Design timestamp_merge_arbiter, sky130hd; sources not shown.
**Placement by cell class**

Bar = 50 um.
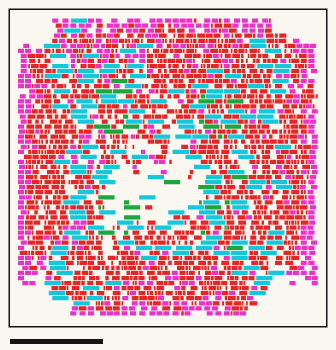
color	class	cells
red	remaining logic cells	1307
green	clock drivers and dummy loads	31
cyan	registers	146
magenta	remaining buffers and delay cells	398
Post-Layout Inst Area: 18900 um2
Seq area share: 19.3%
core box area: 26000 um2
Site Rows: 59
share of the core filled with cells: 72.7%

**Routed metal per tile**

Bar = 50 um. The die is cut into 34 by 34 equal tiles; dark purple is low, yellow is high, scaled to the fullest tile. Values are wire area over tile area, all layers added.
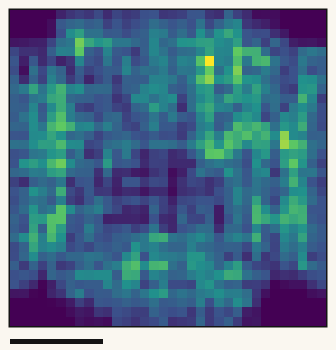
fullest tile	0.89
nearly empty tiles	6.4%
tiles over half the peak	14%
DRT Wirelength: 48100 um
GRT Overall Usage: 32.2%
WL/cell: 21.7 um
via count: 13900

**Track usage over the die**

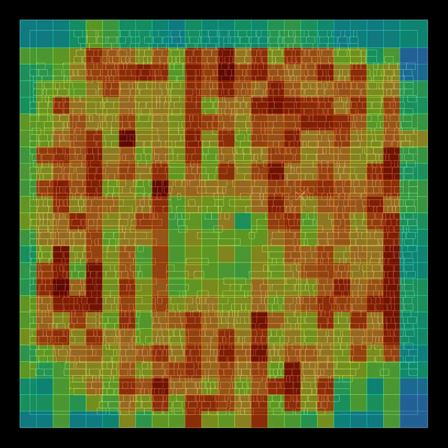
GR met3 Demand/Resource: 7.62%
busiest metal layer after global routing: met2
GR Util met2: 54.7%
met1 usage: 38.8%

==> metrics.yaml <==
run_status:
  status: "finished, violations left"
  violations: "design-rule violations"
place:
  dpl_cell_area_um2: 18300
  dp_hpwl_um: 38600
  dp_slack_ns: 1.02
floorplan:
  die_y_um: 170
  io_pins: 380
  fp_util_pct: 54.7
  nWellTaps: 335
  die-area_um2: 29000
job:
  cap_viol_max_count: 0
  log.warning_count: 26
drt:
  viasPerCell: 6.27
  drt-pass1-iter-count: 7
  first_iter_violations: 1020
  drc: 2
  final_antenna_net_count: 0
final_layout:
  logic_gates: 1107
  seqCellArea_um2: 3650
  fillers: 1852
  seq_cells: 146
  nNonClkInverters: 200
  bufAreaShareNonClock_pct: 20.8
  nClkBuffers: 19
  drive_gt1_share_pct: 10.4
  lay_top_count: "clkdlybuf4s50_1"
  comb_share_pct: 50.6
  dominant_cells: "logic gates"
  antennaDiodeCount: 3
  combGateArea_um2: 9560
  clock_area_share_pct: 3.01
  signal_buffers: 398
  fin_nets: 2421
sta:
  relSlewSlack_pct: 36.1
  post-route-period-util_pct: 93.1
  setup-violations-final: 0
  clock_skew_ns: 0.0112
  rsz0062_at_grt: "no"
  tightest_slew_ns: 0.953
  setup_slack_ns: 0.854
  slew_viol_final: 0
synth:
  enable_flop_cells: 0
  synthCells: 1524
  yosys_cells: 1524
  synth-xor-area-share_pct: 0
  ys_ff: 146
  simple_gate_share_pct: 13.2
  synthAdderAreaFrac_pct: 22.2
  synthArstFlopShare_pct: 100
  synth-main-ff-cell: "dfrtp_1"
  synth.net_count: 2075
  top_cells_by_area: "dfrtp_1 (26%), ha_1 (22%), mux2_2 (10%), mux2i_1 (5.6%), inv_1 (5.3%)"
  syn_area_um2: 14200
critical_path:
  r2r_cells: 8
  regToRegSetupSlack_ns: 9.39
  required_ns: 10.45
  crit_arrival_ns: 9.60
  crit_cells: 22
  start_kind: "primary input"
  path_class: "primary input to output port"
  path_buffers: 3
  cp-end-kind: "output port"
  max_stage_delay_ns: 0.83
  worstPathMaxFanout: 33
  cp_cell_sequence: "clkdlybuf4s50_1, inv_1, ha_1, a21oi_1, o21ai_0, a221oi_1, a31oi_1, o41ai_1, nand2_4, mux2_2, ha_1, a2111oi_2, o21ai_1, o2111ai_1, a211oi_1, or4_1, or3_1, or3_1, a211oi_4, nor2_1, nor4_1, clkdlybuf4s50_1"
  cp_top_family: "AND-OR/OR-AND gates"
clock_network:
  cts_max_level: 4
  postCtsSetupRepairBufs: 0
  clk_latency_ns: 0.42
  cts_resized: 0
  clock_sinks: 146
  cts_hold_buf: 0
  cts_root_buffer: "clkbuf_16"
  clk_path_buf_depth: 2
  numCtsBuffers: 17
pwr:
  p_total_mw: 2.47
  powerDensity_nw_per_um2: 131
worst_hold_path:
  hold_path_depth: 1
  hold_class: "flip-flop to flip-flop"
global_routing:
  antenna_found_initial: 4
  grt_overflow_total: 0
  grt_pass1_vias: 14400
[metal layers]
| metal | part of all wire (%) | routed length [um] |
|---|---|---|
| met2 | 48 | 23000 |
| met1 | 38 | 18500 |
| met5 | 0.019 | 9 |
| met4 | 4.8 | 2310 |
| met3 | 9.1 | 4360 |
[where the power goes]
part	switching, mW	leakage (nW)	total, mW	internal [mW]
clock network	0.211	0.265	0.509	0.298
registers	0.130	1.76	0.764	0.634
logic	0.563	6.90	1.20	0.632
[per-stage QoR]
stage          hold WS, ns  cells  util, %
2_1_floorplan        0.412   1524        -
3_3_place_gp         0.422   2186     70.5
3_5_place_dp         0.429   2186     70.5
4_1_cts              0.440   2217     72.7
5_1_grt              0.464   2219     72.7
6_report             0.439   2220     72.7
Power is estimated from default activity; no workload was simulated.
